<file path="src/rtl/branch_predictor_if.sv">
// Signal bundle between the MIPS pipeline (IF lookup, EX/MEM resolve) and the
// branch target buffer.
interface branch_predictor_if;
    logic        en;
    logic [31:0] lkup_pc;
    logic        pred_taken;
    logic [31:0] pred_npc;
    logic        pred_hit;
    logic        upd_valid;
    logic [31:0] upd_pc;
    logic        upd_taken;
    logic [31:0] upd_target;
    logic        upd_pred_taken;
    logic [31:0] upd_pred_npc;
    logic        mispredict;
    logic [31:0] correct_npc;
    logic        flush_all;
    logic [31:0] stat_branches;
    logic [31:0] stat_mispredicts;

    modport master (
        output en, lkup_pc, upd_valid, upd_pc, upd_taken, upd_target,
               upd_pred_taken, upd_pred_npc, flush_all,
        input  pred_taken, pred_npc, pred_hit, mispredict, correct_npc,
               stat_branches, stat_mispredicts
    );

    modport slave (
        input  en, lkup_pc, upd_valid, upd_pc, upd_taken, upd_target,
               upd_pred_taken, upd_pred_npc, flush_all,
        output pred_taken, pred_npc, pred_hit, mispredict, correct_npc,
               stat_branches, stat_mispredicts
    );
endinterface

</file>
<file path="src/rtl/branch_predictor.sv">
// Direct-mapped branch target buffer with saturating direction counters,
// zero-latency lookup, resolve-time training and branch/mispredict statistics.
module branch_predictor #(
    parameter int ENTRIES   = 16,
    parameter int CTR_W     = 2,
    parameter int ALLOC_CTR = 2 ** (CTR_W - 1)
) (
    input logic                 CLK,
    input logic                 nRST,
    branch_predictor_if.slave   bus
);
    localparam int IDX_W = $clog2(ENTRIES);
    localparam int TAG_W = 30 - IDX_W;
    localparam logic [CTR_W-1:0] CTR_MAX  = '1;
    localparam logic [CTR_W-1:0] CTR_INIT = CTR_W'(ALLOC_CTR);

    // Table storage: only the valid bits need a reset value.
    logic [ENTRIES-1:0] valid_reg;
    logic [ENTRIES-1:0] valid_next;
    logic [TAG_W-1:0]   tag_mem    [ENTRIES];
    logic [31:0]        target_mem [ENTRIES];
    logic [CTR_W-1:0]   ctr_mem    [ENTRIES];

    logic [31:0] stat_branches_reg;
    logic [31:0] stat_mispredicts_reg;

    // ---------------- lookup (IF stage) ----------------
    logic [IDX_W-1:0] lkup_idx;
    logic [TAG_W-1:0] lkup_tag;
    logic [31:0]      lkup_seq_npc;
    logic             lkup_hit;
    logic             lkup_taken;

    assign lkup_idx     = bus.lkup_pc[IDX_W+1:2];
    assign lkup_tag     = bus.lkup_pc[31:IDX_W+2];
    assign lkup_seq_npc = bus.lkup_pc + 32'd4;
    assign lkup_hit     = valid_reg[lkup_idx] && (tag_mem[lkup_idx] == lkup_tag);
    assign lkup_taken   = lkup_hit && ctr_mem[lkup_idx][CTR_W-1];

    assign bus.pred_hit   = lkup_hit;
    assign bus.pred_taken = lkup_taken;
    assign bus.pred_npc   = lkup_taken ? target_mem[lkup_idx] : lkup_seq_npc;

    // ---------------- resolve (EX/MEM stage) ----------------
    logic [IDX_W-1:0] upd_idx;
    logic [TAG_W-1:0] upd_tag;
    logic [31:0]      upd_correct_npc;
    logic             upd_hit;
    logic             upd_mispredict;
    logic             tbl_we;
    logic [CTR_W-1:0] ctr_cur;
    logic [CTR_W-1:0] ctr_next;

    assign upd_idx         = bus.upd_pc[IDX_W+1:2];
    assign upd_tag         = bus.upd_pc[31:IDX_W+2];
    assign upd_correct_npc = bus.upd_taken ? bus.upd_target : (bus.upd_pc + 32'd4);
    assign upd_hit         = valid_reg[upd_idx] && (tag_mem[upd_idx] == upd_tag);
    assign upd_mispredict  = bus.upd_valid && (bus.upd_pred_npc != upd_correct_npc);
    assign tbl_we          = bus.en && bus.upd_valid && !bus.flush_all;
    assign ctr_cur         = ctr_mem[upd_idx];

    assign bus.mispredict  = upd_mispredict;
    assign bus.correct_npc = upd_correct_npc;

    // Saturate explicitly at both ends instead of relying on wrap detection.
    always_comb begin
        ctr_next = ctr_cur;
        if (bus.upd_taken) begin
            if (ctr_cur != CTR_MAX) begin
                ctr_next = ctr_cur + CTR_W'(1);
            end
        end else if (ctr_cur != '0) begin
            ctr_next = ctr_cur - CTR_W'(1);
        end
    end

    // Per-entry valid: flush wins, then taken-miss allocation sets the bit.
    // Flush is not gated by en so a pipeline-wide invalidate is never lost.
    for (genvar gi = 0; gi < ENTRIES; gi++) begin : g_valid
        logic entry_alloc;
        assign entry_alloc = tbl_we && !upd_hit && bus.upd_taken &&
                             (upd_idx == IDX_W'(gi));
        assign valid_next[gi] = bus.flush_all ? 1'b0
                              : (entry_alloc ? 1'b1 : valid_reg[gi]);
    end

    always_ff @(posedge CLK or negedge nRST) begin
        if (!nRST) begin
            valid_reg <= '0;
        end else begin
            valid_reg <= valid_next;
        end
    end

    always_ff @(posedge CLK) begin
        if (tbl_we) begin
            if (upd_hit) begin
                ctr_mem[upd_idx] <= ctr_next;
                if (bus.upd_taken) begin
                    target_mem[upd_idx] <= bus.upd_target;
                end
            end else if (bus.upd_taken) begin
                tag_mem[upd_idx]    <= upd_tag;
                target_mem[upd_idx] <= bus.upd_target;
                ctr_mem[upd_idx]    <= CTR_INIT;
            end
        end
    end

    // ---------------- statistics ----------------
    // Counted on every advancing resolve, even while the table is being flushed.
    always_ff @(posedge CLK or negedge nRST) begin
        if (!nRST) begin
            stat_branches_reg    <= '0;
            stat_mispredicts_reg <= '0;
        end else if (bus.en && bus.upd_valid) begin
            stat_branches_reg <= stat_branches_reg + 32'd1;
            if (upd_mispredict) begin
                stat_mispredicts_reg <= stat_mispredicts_reg + 32'd1;
            end
        end
    end

    assign bus.stat_branches    = stat_branches_reg;
    assign bus.stat_mispredicts = stat_mispredicts_reg;

    // The carried direction bit is redundant with the carried next PC.
    logic unused_pred_taken;
    assign unused_pred_taken = bus.upd_pred_taken;

endmodule

</file>
<file path="src/flat_wrapper.sv">
// flat-port wrapper written by rule: the top's interface ports become plain ports
module branch_predictor_flat 
#(
    parameter int ENTRIES   = 16,
    parameter int CTR_W     = 2,
    parameter int ALLOC_CTR = 2 ** (CTR_W - 1)
)
  (CLK, nRST, bus_en, bus_lkup_pc, bus_upd_valid, bus_upd_pc, bus_upd_taken, bus_upd_target, bus_upd_pred_taken, bus_upd_pred_npc, bus_flush_all, bus_pred_taken, bus_pred_npc, bus_pred_hit, bus_mispredict, bus_correct_npc, bus_stat_branches, bus_stat_mispredicts);
  branch_predictor_if bus_i ();
  input logic CLK;
  input logic nRST;
  input wire logic [$bits(bus_i.en)-1:0] bus_en;
  input wire logic [$bits(bus_i.lkup_pc)-1:0] bus_lkup_pc;
  input wire logic [$bits(bus_i.upd_valid)-1:0] bus_upd_valid;
  input wire logic [$bits(bus_i.upd_pc)-1:0] bus_upd_pc;
  input wire logic [$bits(bus_i.upd_taken)-1:0] bus_upd_taken;
  input wire logic [$bits(bus_i.upd_target)-1:0] bus_upd_target;
  input wire logic [$bits(bus_i.upd_pred_taken)-1:0] bus_upd_pred_taken;
  input wire logic [$bits(bus_i.upd_pred_npc)-1:0] bus_upd_pred_npc;
  input wire logic [$bits(bus_i.flush_all)-1:0] bus_flush_all;
  output wire logic [$bits(bus_i.pred_taken)-1:0] bus_pred_taken;
  output wire logic [$bits(bus_i.pred_npc)-1:0] bus_pred_npc;
  output wire logic [$bits(bus_i.pred_hit)-1:0] bus_pred_hit;
  output wire logic [$bits(bus_i.mispredict)-1:0] bus_mispredict;
  output wire logic [$bits(bus_i.correct_npc)-1:0] bus_correct_npc;
  output wire logic [$bits(bus_i.stat_branches)-1:0] bus_stat_branches;
  output wire logic [$bits(bus_i.stat_mispredicts)-1:0] bus_stat_mispredicts;
  assign bus_i.en = bus_en;
  assign bus_i.lkup_pc = bus_lkup_pc;
  assign bus_i.upd_valid = bus_upd_valid;
  assign bus_i.upd_pc = bus_upd_pc;
  assign bus_i.upd_taken = bus_upd_taken;
  assign bus_i.upd_target = bus_upd_target;
  assign bus_i.upd_pred_taken = bus_upd_pred_taken;
  assign bus_i.upd_pred_npc = bus_upd_pred_npc;
  assign bus_i.flush_all = bus_flush_all;
  assign bus_pred_taken = bus_i.pred_taken;
  assign bus_pred_npc = bus_i.pred_npc;
  assign bus_pred_hit = bus_i.pred_hit;
  assign bus_mispredict = bus_i.mispredict;
  assign bus_correct_npc = bus_i.correct_npc;
  assign bus_stat_branches = bus_i.stat_branches;
  assign bus_stat_mispredicts = bus_i.stat_mispredicts;
  branch_predictor #(.ENTRIES(ENTRIES), .CTR_W(CTR_W), .ALLOC_CTR(ALLOC_CTR)) u_core (.CLK(CLK), .nRST(nRST), .bus(bus_i));
endmodule
</file>
<file path="config.mk">
export PLATFORM = sky130hd
export DESIGN_NAME = branch_predictor_flat
export DESIGN_NICKNAME = d
export VERILOG_FILES = /design/src/rtl/branch_predictor_if.sv /design/src/rtl/branch_predictor.sv /design/src/flat_wrapper.sv
export SDC_FILE = /design/constraint.sdc
export NUM_CORES = 1
export LEC_CHECK = 0
export CORE_ASPECT_RATIO = 0.6
export CORE_UTILIZATION = 40
export CTS_BUF_LIST = sky130_fd_sc_hd__clkbuf_4
export DETAILED_ROUTE_END_ITERATION = 12
export HOLD_SLACK_MARGIN = 0.08
export PLACE_DENSITY = 0.68
export SYNTH_ARGS = -nofsm -noshare
export SYNTH_HDL_FRONTEND = slang
export SYNTH_SLANG_ARGS = --single-unit
export TNS_END_PERCENT = 5
</file>
<file path="constraint.sdc">
create_clock -name CLK -period 5.55 [get_ports CLK]
set_input_delay 0.8325 -clock CLK [delete_from_list [all_inputs] [get_ports CLK]]
set_output_delay 0.8325 -clock CLK [all_outputs]
set_load 0.02 [all_outputs]
</file>
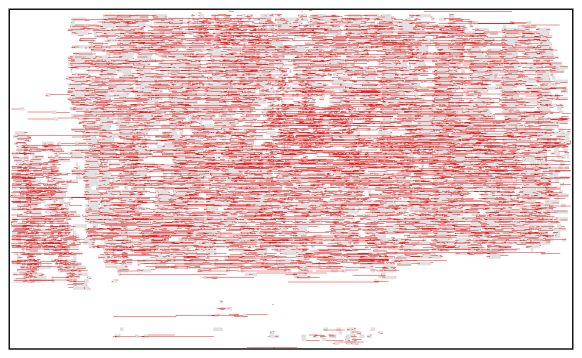
Run 1: signal wires on met1
wire length on this layer	57.5 mm
main direction	horizontal
nets with wire on the layer	3068
global routing usage on met1: 33.8%
total wire length: 146 mm
routed vias: 28600

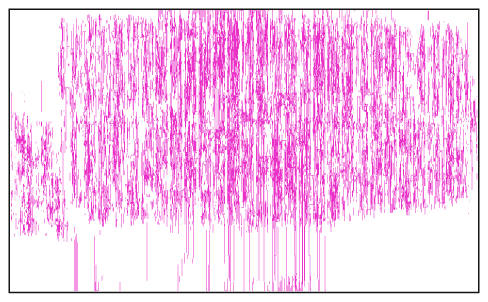
Run 1: metal 2
wire length on this layer	64.9 mm
nets with wire on the layer	3006
share of all routed wire	44%
met2 usage: 35.9%

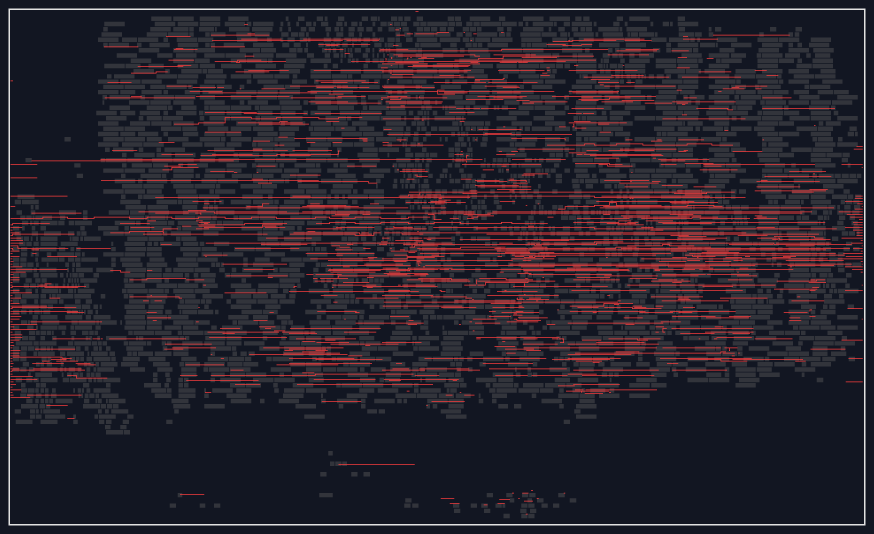
Run 1: metal 3
main direction	horizontal
nets with wire on the layer	589
routing usage on met3: 8.32%

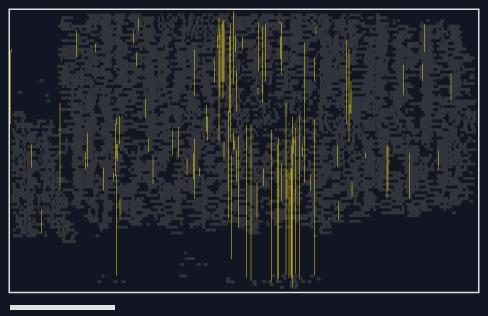
Run 1: met4 routing
Scale bar: 100 um.
longest straight run	163 um
main direction	vertical

==> flow_summary.json, run 1 <==
{
  "status": "complete, no violations",
  "r2r_cells": 11,
  "crit_required_ps": 4720,
  "reg2reg_from": "u_core.tag_mem[2][21]$_DFFE_PP_",
  "largest_cell_class": "sequential cells",
  "logic_gates": 1240,
  "seqPwrFrac_pct": 52.7,
  "cts_made_buffers": 221,
  "initial_core_util_pct": 40.7,
  "warning_count": 35,
  "syn_to_final_growth_pct": 21.3,
  "ir_drop_mv": 0.291,
  "drtIter0Drc": 3675,
  "grt_usage_pct": 24.6,
  "sh_seq_area_pct": 54.3,
  "cap_violations": 0,
  "post_cts_buffers": 5,
  "num-nonclk-inverters": 25,
  "largest_register_ffs": 512,
  "edf_count": 960,
  "die-height_um": 267,
  "powerClk_mw": 6.00,
  "clock_tree_area_fraction_pct": 5.07,
  "clk_latency_ps": 1120,
  "htree_levels": 4,
  "ff_latch_area_um2": 30800,
  "comb_power_share_pct": 10.9,
  "switching_share_pct": 24.7,
  "routed_via_density": 5.99,
  "max_slew.worst_pin.slew_ps": 1010,
  "critical_path_class": "register to primary output",
  "rows": 96,
  "crit_path_top_delay_cell": "mux4_2",
  "ff_count": 1040,
  "die_w_um": 444,
  "rsz0062_at_grt": "yes",
  "switching_power_mw": 4.07
}
Run 1, routing congestion:
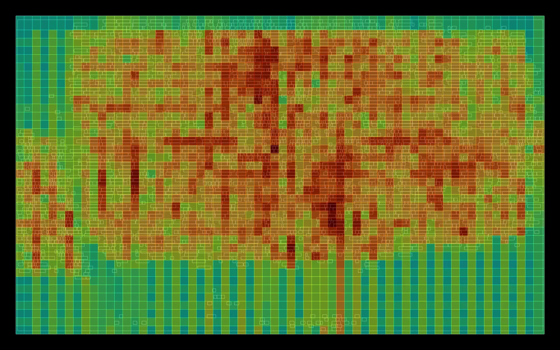

==> run 2, diff against run 1 <==
--- a/config.mk
+++ b/config.mk
@@ -8,6 +8,7 @@
 export CORE_ASPECT_RATIO = 0.6
 export CORE_UTILIZATION = 40
 export CTS_BUF_LIST = sky130_fd_sc_hd__clkbuf_4
+export CTS_CLUSTER_DIAMETER = 60
 export DETAILED_ROUTE_END_ITERATION = 12
 export HOLD_SLACK_MARGIN = 0.08
 export PLACE_DENSITY = 0.68
==> constraint.sdc (replaced) <==
create_clock -name CLK -period 6.9 [get_ports CLK]
set_input_delay 1.035 -clock CLK [delete_from_list [all_inputs] [get_ports CLK]]
set_output_delay 1.035 -clock CLK [all_outputs]
set_load 0.02 [all_outputs]
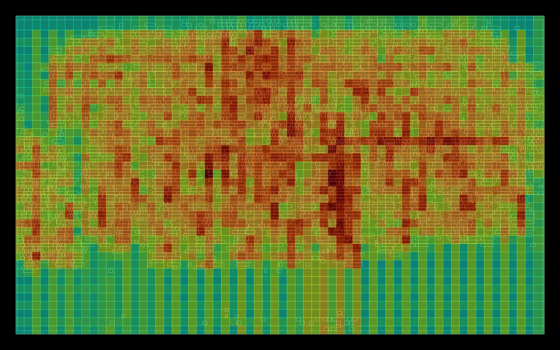
Run 2: routing congestion
Total GRT Usage: 24.3%
WL/cell: 30.8 um
GRT Max-Usage Layer: met1
routing usage on met3: 7.05%
global routing usage on met1: 34.6%

==> flow_summary.json, run 2 <==
{
  "status": "complete, no violations",
  "warning_count": 34,
  "clk_latency_ps": 1180,
  "critical_path_class": "input port to primary output",
  "ir_drop_mv": 0.176,
  "r2r_cells": 11,
  "comb_power_share_pct": 10.5,
  "routed_via_density": 6.12,
  "edf_count": 960,
  "die-height_um": 267,
  "max_slew.worst_pin.slew_ps": 1160,
  "switching_share_pct": 24.8,
  "drtIter0Drc": 3666,
  "rsz0062_at_grt": "no",
  "cap_violations": 0,
  "reg2reg_from": "u_core.tag_mem[13][25]$_DFFE_PP_",
  "crit_required_ps": 5860,
  "num-nonclk-inverters": 25,
  "seqPwrFrac_pct": 53.7,
  "post_cts_buffers": 0,
  "rows": 96,
  "clock_tree_area_fraction_pct": 4.95
}
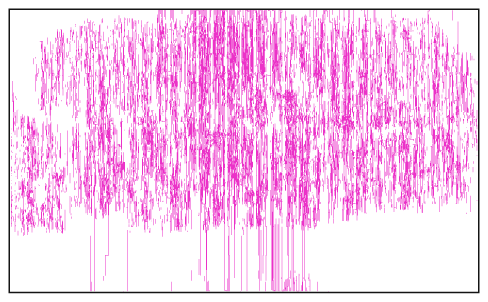
Run 2: metal 2
wire length on this layer	62.8 mm
nets with wire on the layer	2884
routed vias: 28400
met2 usage: 34.6%
total wire length: 143 mm

